$ cat config.mk
export PLATFORM = sky130hd
export DESIGN_NAME = boot_loader
export DESIGN_NICKNAME = d
export VERILOG_FILES = /design/src/rtl/boot_pkg.sv /design/src/rtl/boot_rd_pipe.sv /design/src/rtl/boot_loader.sv
export SDC_FILE = /design/constraint.sdc
export NUM_CORES = 1
export LEC_CHECK = 0
export ABC_AREA = 1
export CAP_MARGIN = 20
export CELL_PAD_IN_SITES_DETAIL_PLACEMENT = 2
export CELL_PAD_IN_SITES_GLOBAL_PLACEMENT = 2
export CORE_ASPECT_RATIO = 1.2
export CORE_MARGIN = 2
export CORE_UTILIZATION = 32
export DETAILED_ROUTE_END_ITERATION = 8
export PLACE_DENSITY = 0.88
export SLEW_MARGIN = 15
export SYNTH_ARGS = -nofsm -noshare
export SYNTH_HDL_FRONTEND = slang
export SYNTH_HIERARCHICAL = 1
export SYNTH_SLANG_ARGS = --single-unit
export TNS_END_PERCENT = 10
$ cat constraint.sdc
create_clock -name clk -period 2.3 [get_ports clk]
set_clock_uncertainty 0.1 [all_clocks]
set_input_delay 0.69 -clock clk [delete_from_list [all_inputs] [get_ports clk]]
set_output_delay 0.69 -clock clk [all_outputs]
set_load 0.05 [all_outputs]
$ cat src/rtl/boot_pkg.sv
// Shared types and helpers for the boot loader: FSM state encoding and
// modular checksum arithmetic.
package boot_pkg;

  typedef enum logic [2:0] {
    ST_LOAD_ACC = 3'd0,
    ST_LOAD_WR  = 3'd1,
    ST_CSUM     = 3'd2,
    ST_VERIFY   = 3'd3,
    ST_CHECK    = 3'd4,
    ST_RUN      = 3'd5,
    ST_ERROR    = 3'd6
  } boot_state_t;

  // Widest word the checksum helper handles; callers truncate the result.
  localparam int unsigned CSUM_MAX_W = 64;

  function automatic logic [CSUM_MAX_W-1:0] csum_add(
    input logic [CSUM_MAX_W-1:0] sum,
    input logic [CSUM_MAX_W-1:0] word,
    input int unsigned           width
  );
    logic [CSUM_MAX_W-1:0] mask;
    mask = (width >= CSUM_MAX_W) ? '1
         : ((CSUM_MAX_W'(1) << width) - CSUM_MAX_W'(1));
    return (sum + word) & mask;
  endfunction

endpackage

$ cat src/rtl/boot_rd_pipe.sv
// Valid-bit delay line matching the BSRAM read latency, so a read-back
// sample is taken exactly when mem_dout holds the addressed word.
module boot_rd_pipe #(
  parameter int RD_LAT = 1
) (
  input  logic clk,
  input  logic rst_n,
  input  logic issue,
  output logic sample_vld
);

  logic [RD_LAT-1:0] vld_sr;

  always_ff @(posedge clk or negedge rst_n) begin
    if (!rst_n) begin
      vld_sr <= '0;
    end else begin
      vld_sr[0] <= issue;
      for (int i = 1; i < RD_LAT; i++) begin
        vld_sr[i] <= vld_sr[i-1];
      end
    end
  end

  assign sample_vld = vld_sr[RD_LAT-1];

endmodule

$ cat src/rtl/boot_loader.sv
// Streams a program image into single-port BSRAM, verifies it by read-back
// against a trailing checksum, then hands the memory address to the CPU.
module boot_loader #(
  parameter int DATA_W   = 16,
  parameter int ADDR_W   = 11,
  parameter int PROG_LEN = 18,
  parameter int RD_LAT   = 1
) (
  input  logic              clk,
  input  logic              rst_n,
  input  logic              boot_req,
  input  logic              s_valid,
  input  logic [DATA_W-1:0] s_data,
  output logic              s_ready,
  input  logic [ADDR_W-1:0] cpu_addr,
  output logic              mem_ce,
  output logic              mem_wre,
  output logic [ADDR_W-1:0] mem_ad,
  output logic [DATA_W-1:0] mem_din,
  input  logic [DATA_W-1:0] mem_dout,
  output logic              boot_mode,
  output logic              boot_done,
  output logic              boot_err,
  output logic [ADDR_W:0]   word_count
);

  import boot_pkg::*;

  if (PROG_LEN < 1 || PROG_LEN > (1 << ADDR_W)) begin : g_bad_prog_len
    $error("boot_loader: PROG_LEN must be in 1..2**ADDR_W");
  end
  if (RD_LAT < 1 || RD_LAT > 3) begin : g_bad_rd_lat
    $error("boot_loader: RD_LAT must be in 1..3");
  end
  if (DATA_W < 1 || DATA_W > int'(CSUM_MAX_W)) begin : g_bad_data_w
    $error("boot_loader: DATA_W exceeds checksum helper width");
  end

  localparam logic [ADDR_W:0]   PROG_LEN_CNT = (ADDR_W+1)'(PROG_LEN);
  localparam logic [ADDR_W:0]   CNT_ONE      = (ADDR_W+1)'(1);
  localparam logic [ADDR_W-1:0] ADDR_ONE     = ADDR_W'(1);
  localparam logic [ADDR_W-1:0] LAST_ADDR    = ADDR_W'(PROG_LEN - 1);

  function automatic logic [DATA_W-1:0] sum_next(
    input logic [DATA_W-1:0] sum,
    input logic [DATA_W-1:0] word
  );
    return DATA_W'(csum_add(CSUM_MAX_W'(sum), CSUM_MAX_W'(word), DATA_W));
  endfunction

  boot_state_t       state;
  logic [ADDR_W-1:0] boot_addr;
  logic [DATA_W-1:0] write_sum;
  logic [DATA_W-1:0] read_sum;
  logic [DATA_W-1:0] expected;
  logic [ADDR_W:0]   rd_issued;
  logic [ADDR_W:0]   rd_sampled;
  logic              rd_issue;
  logic              rd_sample;

  assign mem_ce   = 1'b1;
  assign mem_ad   = boot_mode ? boot_addr : cpu_addr;
  assign s_ready  = (state == ST_LOAD_ACC) || (state == ST_CSUM);
  assign rd_issue = (state == ST_VERIFY) && (rd_issued != PROG_LEN_CNT);

  boot_rd_pipe #(.RD_LAT(RD_LAT)) u_rd_pipe (
    .clk        (clk),
    .rst_n      (rst_n),
    .issue      (rd_issue),
    .sample_vld (rd_sample)
  );

  // NOTE: every register here uses <= so all updates in a cycle see the
  // pre-edge values; blocking assignments would make the order of
  // statements change the hardware.
  always_ff @(posedge clk or negedge rst_n) begin
    if (!rst_n) begin
      state      <= ST_LOAD_ACC;
      boot_addr  <= '0;
      word_count <= '0;
      write_sum  <= '0;
      read_sum   <= '0;
      expected   <= '0;
      rd_issued  <= '0;
      rd_sampled <= '0;
      mem_wre    <= 1'b0;
      mem_din    <= '0;
      boot_mode  <= 1'b1;
      boot_done  <= 1'b0;
      boot_err   <= 1'b0;
    end else begin
      case (state)
        ST_LOAD_ACC: begin
          if (s_valid) begin
            mem_din   <= s_data;
            mem_wre   <= 1'b1;
            write_sum <= sum_next(write_sum, s_data);
            state     <= ST_LOAD_WR;
          end
        end

        ST_LOAD_WR: begin
          mem_wre    <= 1'b0;
          word_count <= word_count + CNT_ONE;
          if (word_count + CNT_ONE == PROG_LEN_CNT) begin
            boot_addr <= '0;
            state     <= ST_CSUM;
          end else begin
            boot_addr <= boot_addr + ADDR_ONE;
            state     <= ST_LOAD_ACC;
          end
        end

        // The checksum word is captured only; it never reaches the memory.
        ST_CSUM: begin
          if (s_valid) begin
            expected   <= s_data;
            boot_addr  <= '0;
            rd_issued  <= '0;
            rd_sampled <= '0;
            state      <= ST_VERIFY;
          end
        end

        ST_VERIFY: begin
          if (rd_issue) begin
            rd_issued <= rd_issued + CNT_ONE;
            if (boot_addr != LAST_ADDR) begin
              boot_addr <= boot_addr + ADDR_ONE;
            end
          end
          if (rd_sample) begin
            read_sum   <= sum_next(read_sum, mem_dout);
            rd_sampled <= rd_sampled + CNT_ONE;
            if (rd_sampled + CNT_ONE == PROG_LEN_CNT) begin
              boot_addr <= '0;
              state     <= ST_CHECK;
            end
          end
        end

        ST_CHECK: begin
          if (expected == write_sum && read_sum == write_sum) begin
            boot_mode <= 1'b0;
            boot_done <= 1'b1;
            state     <= ST_RUN;
          end else begin
            boot_err <= 1'b1;
            state    <= ST_ERROR;
          end
        end

        ST_RUN, ST_ERROR: begin
          if (boot_req) begin
            boot_mode  <= 1'b1;
            boot_done  <= 1'b0;
            boot_err   <= 1'b0;
            write_sum  <= '0;
            read_sum   <= '0;
            word_count <= '0;
            boot_addr  <= '0;
            state      <= ST_LOAD_ACC;
          end
        end

        default: state <= ST_LOAD_ACC;
      endcase
    end
  end

endmodule

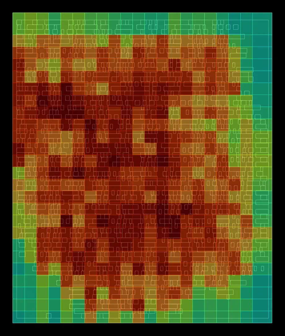
run_1/congestion_map.png
Finished Core Util: 46.74%
wire length per cell: 29.79 um
Total Routing Usage GR: 33.48%

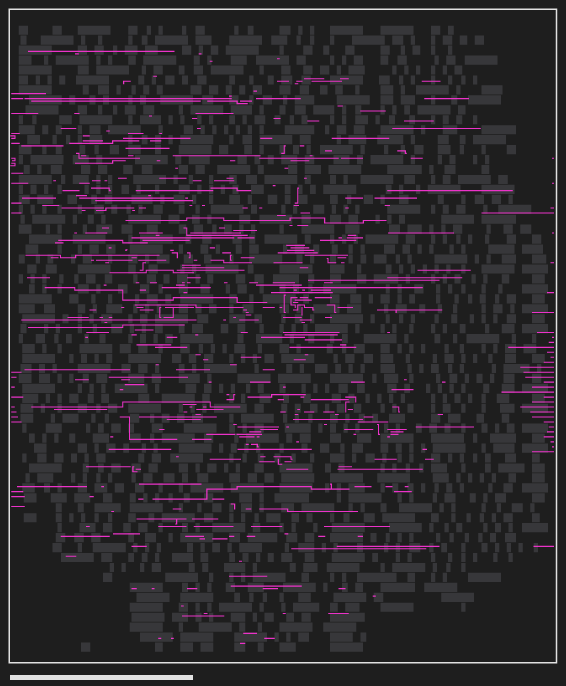
run_1/m3.png
Scale bar: 50 um. Cells faint in the background.
longest straight run	56.4 um
wire length on this layer	2840 um
nets with wire on the layer	242
routed wire length: 50.52 mm
DR vias: 9937
GRT met3 Usage: 5.627%

==> reports/qor.yml, run 1 <==
floorplan:
  num_io_pins: 92
  dieArea_um2: 26600
  coreArea_um2: 24830
power_and_ir_drop:
  p_int_mw: 8.631
  pg_clk_mw: 2.91
  p_total_mw: 18.72
  power.density_nw_per_um2: 1614
synthesis:
  flop_cell: "dfrtp_1"
  avgSynthCellArea_um2: 7.040
  synth.distinct_cells: 46
  synthSimpleGateAreaFrac_pct: 31.05
  ys_area_um2: 8097
  top_cell: "nand2_1"
  synth-seq-cells: 119
  synth_area_leader_cell: "dfrtp_1"
  mux_area_share_pct: 0.1391
timing:
  setup_ws_ns: -0.4870
  setup_viol: 35
  slew_headroom_pct: 22.64
  drv_slew: 0
  finalCriticalPeriod_ns: 2.787
  fmax_ghz: 0.3588
detailed_routing:
  firstDrtPassIters: 5
clock_tree:
  cts_buffers: 17
  hold_buffers: 0
  cts_sinks: 119
grt:
  grt-ovfl-total: 0
setup_path:
  crit_family: "AND-OR/OR-AND gates"
  r2r_slack_ns: -0.49
  slowest_stage: "o21ai_0"
  worstSetupStartpointType: "register"
  crit_start: "state[1]"
  rr_worst_depth: 8
status:
  run_status: "finished, violations left"
  violations: "negative setup slack"
cells_and_area:
  flop_area_um2: 2985
  stdcell_count: 1696
  lay_top_count: "nand2_1"
  n_antenna_cell: 0
  layout.nets: 1445
min_path:
  hold_class: "in2async"
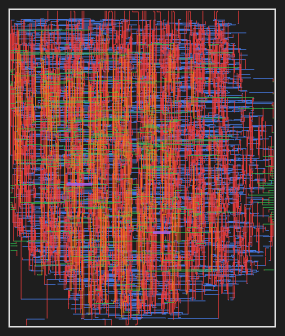
run_1/layers.png
color	layer	wire length
purple	M5	21.2 um
orange	M4	4780 um
green	M3	2840 um
red	M2	25.8 mm
blue	M1	17100 um

run 1: layer usage:
| layer | GRT usage [%] | routed length (um) | vias up |
|---|---|---|---|
| met5 | 0 | 21 | - |
| met4 | 23.93 | 4783 | 4 |
| met3 | 5.627 | 2844 | 321 |
| met2 | 63.04 | 25760 | 538 |
| met1 | 32.91 | 17110 | 4950 |
| li1 | - | - | 4124 |
run 1: flip-flops by register name (all words and copies together), names as in the netlist, 3 cells and up:
signal and flops:
expected 16, mem_din 16, read_sum 16, write_sum 16, rd_issued 12, rd_sampled 12
word_count 12, boot_addr 11, state 3
run 1: cells by family (layout without fill, tap and decap cells):
kind of cell | after synthesis | after routing
simple gates | 590 | 590
compound gates | 196 | 196
buf+inv | 161 | 382
flops | 119 | 119
xor+xnor | 42 | 42
fa+ha+maj | 40 | 40
other cells | 1 | 1
mux | 1 | 1
run 1: worst register-to-register path: stages, from the launching register on:
cell and delay (ns):
dfrtp_1 0.49, inv_1 0.16, nor2_1 0.18, nand2_1 0.17
nor2_4 0.15, inv_2 0.07, buf_4 0.18, buf_12 0.17
o21ai_0 0.91
run 1: area by class of cell:
class                   count  share of cell area, %
clock buffers              18                  3.784
multi-input cells         870                  44.11
well taps                 325                  3.504
inverters                 136                  4.420
flip-flops and latches    119                  25.72
clock inverters            14                  1.218
repair buffers            214                  17.24
run 1: metrics by stage:
step | area [um2] | setup WS [ns] | setup TNS, ns
after floorplan | 8138 | -0.04441 | -0.3840
after global placement | 10250 | -0.5204 | -10.13
after detailed placement | 10250 | -0.8281 | -16.29
after CTS | 11060 | -0.1809 | -2.068
after global routing | 11600 | -0.4682 | -5.767
final | 11600 | -0.4870 | -3.304
==> inputs of run 2 (changes only) <==
--- a/config.mk
+++ b/config.mk
@@ -14,7 +14,6 @@
 export CORE_UTILIZATION = 32
 export DETAILED_ROUTE_END_ITERATION = 8
 export PLACE_DENSITY = 0.88
-export SLEW_MARGIN = 15
 export SYNTH_ARGS = -nofsm -noshare
 export SYNTH_HDL_FRONTEND = slang
 export SYNTH_HIERARCHICAL = 1
==> run 2 against run 1 <==
Net effect: the flow still finishes with violations (negative setup slack); cell count did not move; utilization unchanged; sequential share of layout area stayed put; critical path type unchanged.
==> reports/qor.yml, run 2 <==
status:
  run_status: "finished, violations left"  # unchanged
  violations: "negative setup slack"  # unchanged
cells_and_area:
  n_antenna_cell: 0  # unchanged
  post-route-util_pct: 46.74  # unchanged
  layout.nets: 1445  # unchanged
  flop_area_um2: 2985  # unchanged
detailed_routing:
  wl_met3_mm: 2.844  # unchanged
  highest_layer: "met5"  # unchanged
  wl_per_cell_um: 29.79  # unchanged
  totalWireLength_mm: 50.52  # unchanged
  vias: 9937  # unchanged
  firstDrtPassIters: 5  # unchanged
  wl_met2_mm: 25.76  # unchanged
setup_path:
  slowest_stage: "o21ai_0"  # unchanged
  r2r_slack_ns: -0.49  # about the same
  crit_family: "AND-OR/OR-AND gates"  # unchanged
  rr_worst_depth: 8  # unchanged
  crit_start: "state[1]"  # unchanged
timing:
  finalCriticalPeriod_ns: 2.787  # unchanged
  drv_slew: 0  # unchanged
  setup_viol: 35  # unchanged
  setup_ws_ns: -0.4870  # unchanged
  slew_headroom_pct: 22.64  # unchanged
synthesis:
  top_cell: "nand2_1"  # unchanged
  ys_area_um2: 8097  # unchanged
  synthSimpleGateAreaFrac_pct: 31.05  # unchanged
  synth.distinct_cells: 46  # unchanged
  avgSynthCellArea_um2: 7.040  # unchanged
  synth-seq-cells: 119  # unchanged
  mux_area_share_pct: 0.1391  # unchanged
power_and_ir_drop:
  power.density_nw_per_um2: 1614  # unchanged
  p_total_mw: 18.72  # unchanged
floorplan:
  dieArea_um2: 26600  # unchanged
clock_tree:
  cts_buffers: 17  # unchanged
  cts_sinks: 119  # unchanged
min_path:
  hold_class: "in2async"  # unchanged
grt:
  gr-usage-met3_pct: 5.627  # unchanged
  grt-ovfl-total: 0  # unchanged
  grt.total_usage_pct: 33.48  # unchanged
-- run 2: cell counts after synthesis --
Identical to the previous run, type by type.
-- run 2: layout make-up --
type	count	area share, %
clock buffer	18	3.784
sequential	119	25.72
timing repair buffer	214	17.24
clock inverter	14	1.218
multi-input combinational	870	44.11
inverter	136	4.420
tap	325	3.504
-- run 2: stage by stage --
| step | instances | instance area, um2 | hold WS [ns] | TNS, ns | setup WS, ns |
|---|---|---|---|---|---|
| 2_1_floorplan | 1150 | 8138 | 0.2944 | -0.3840 | -0.04441 |
| 3_3_place_gp | 1647 | 10250 | 0.3638 | -10.13 | -0.5204 |
| 3_5_place_dp | 1647 | 10250 | 0.3817 | -16.29 | -0.8281 |
| 4_1_cts | 1682 | 11060 | 0.08460 | -2.068 | -0.1809 |
| 5_1_grt | 1696 | 11600 | 0.09732 | -5.767 | -0.4682 |
| 6_report | 1696 | 11600 | 0.07724 | -3.304 | -0.4870 |
-- run 2: logic make-up (layout without fill, tap and decap cells) --
| group | count (synthesis) | after routing |
|---|---|---|
| and+or+nand+nor | 590 | 590 |
| adders and majority gates | 40 | 40 |
| xor gates and xnor gates | 42 | 42 |
| muxes | 1 | 1 |
| other | 1 | 1 |
| DFF | 119 | 119 |
| AOI/OAI and AO/OA | 196 | 196 |
| buffers and inverters | 161 | 382 |
-- run 2: what timing repair did --
action                                  CTS  global route
resized                                  58            96
hold buffers                              0             0
gates cloned                              0             1
endpoints found under the setup margin   46            55
pin swaps                                 5            18
setup buffers                             3            13
-- run 2: power by group --
| group | switching (mW) | internal (mW) | total [mW] |
|---|---|---|---|
| logic | 7.37 | 4.16 | 11.5 |
| registers | 1.36 | 2.93 | 4.29 |
| clock network | 1.37 | 1.54 | 2.91 |
| total | 10.1 | 8.63 | 18.7 |
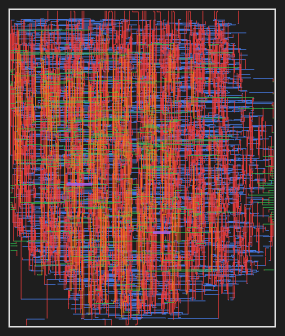
run_2/layers.png
color	layer	wire length
orange	M4	4780 um
purple	M5	21.2 um
red	M2	25.8 mm
blue	M1	17100 um
green	M3	2840 um

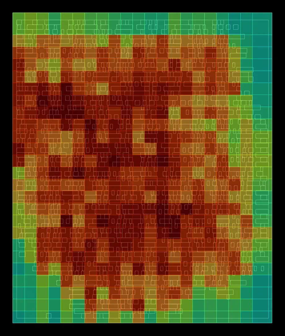
run_2/congestion_map.png
global routing usage on met1: 32.91%
met2 usage: 63.04%
busiest grt layer: met2

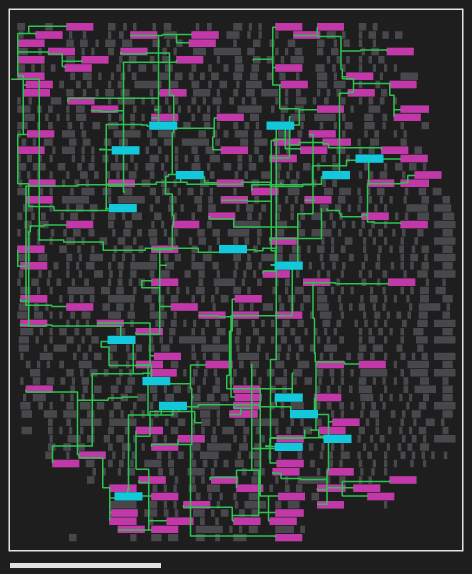
run_2/clock_wires.png
Scale bar: 50 um.
[magenta] flip-flops | count: 119
[green] clock wires | length: 2790 um
[cyan] clock-net drivers | count: 17
flops lie	spread over the die
routed clock nets	18

Power and IR drop assume default switching activity.
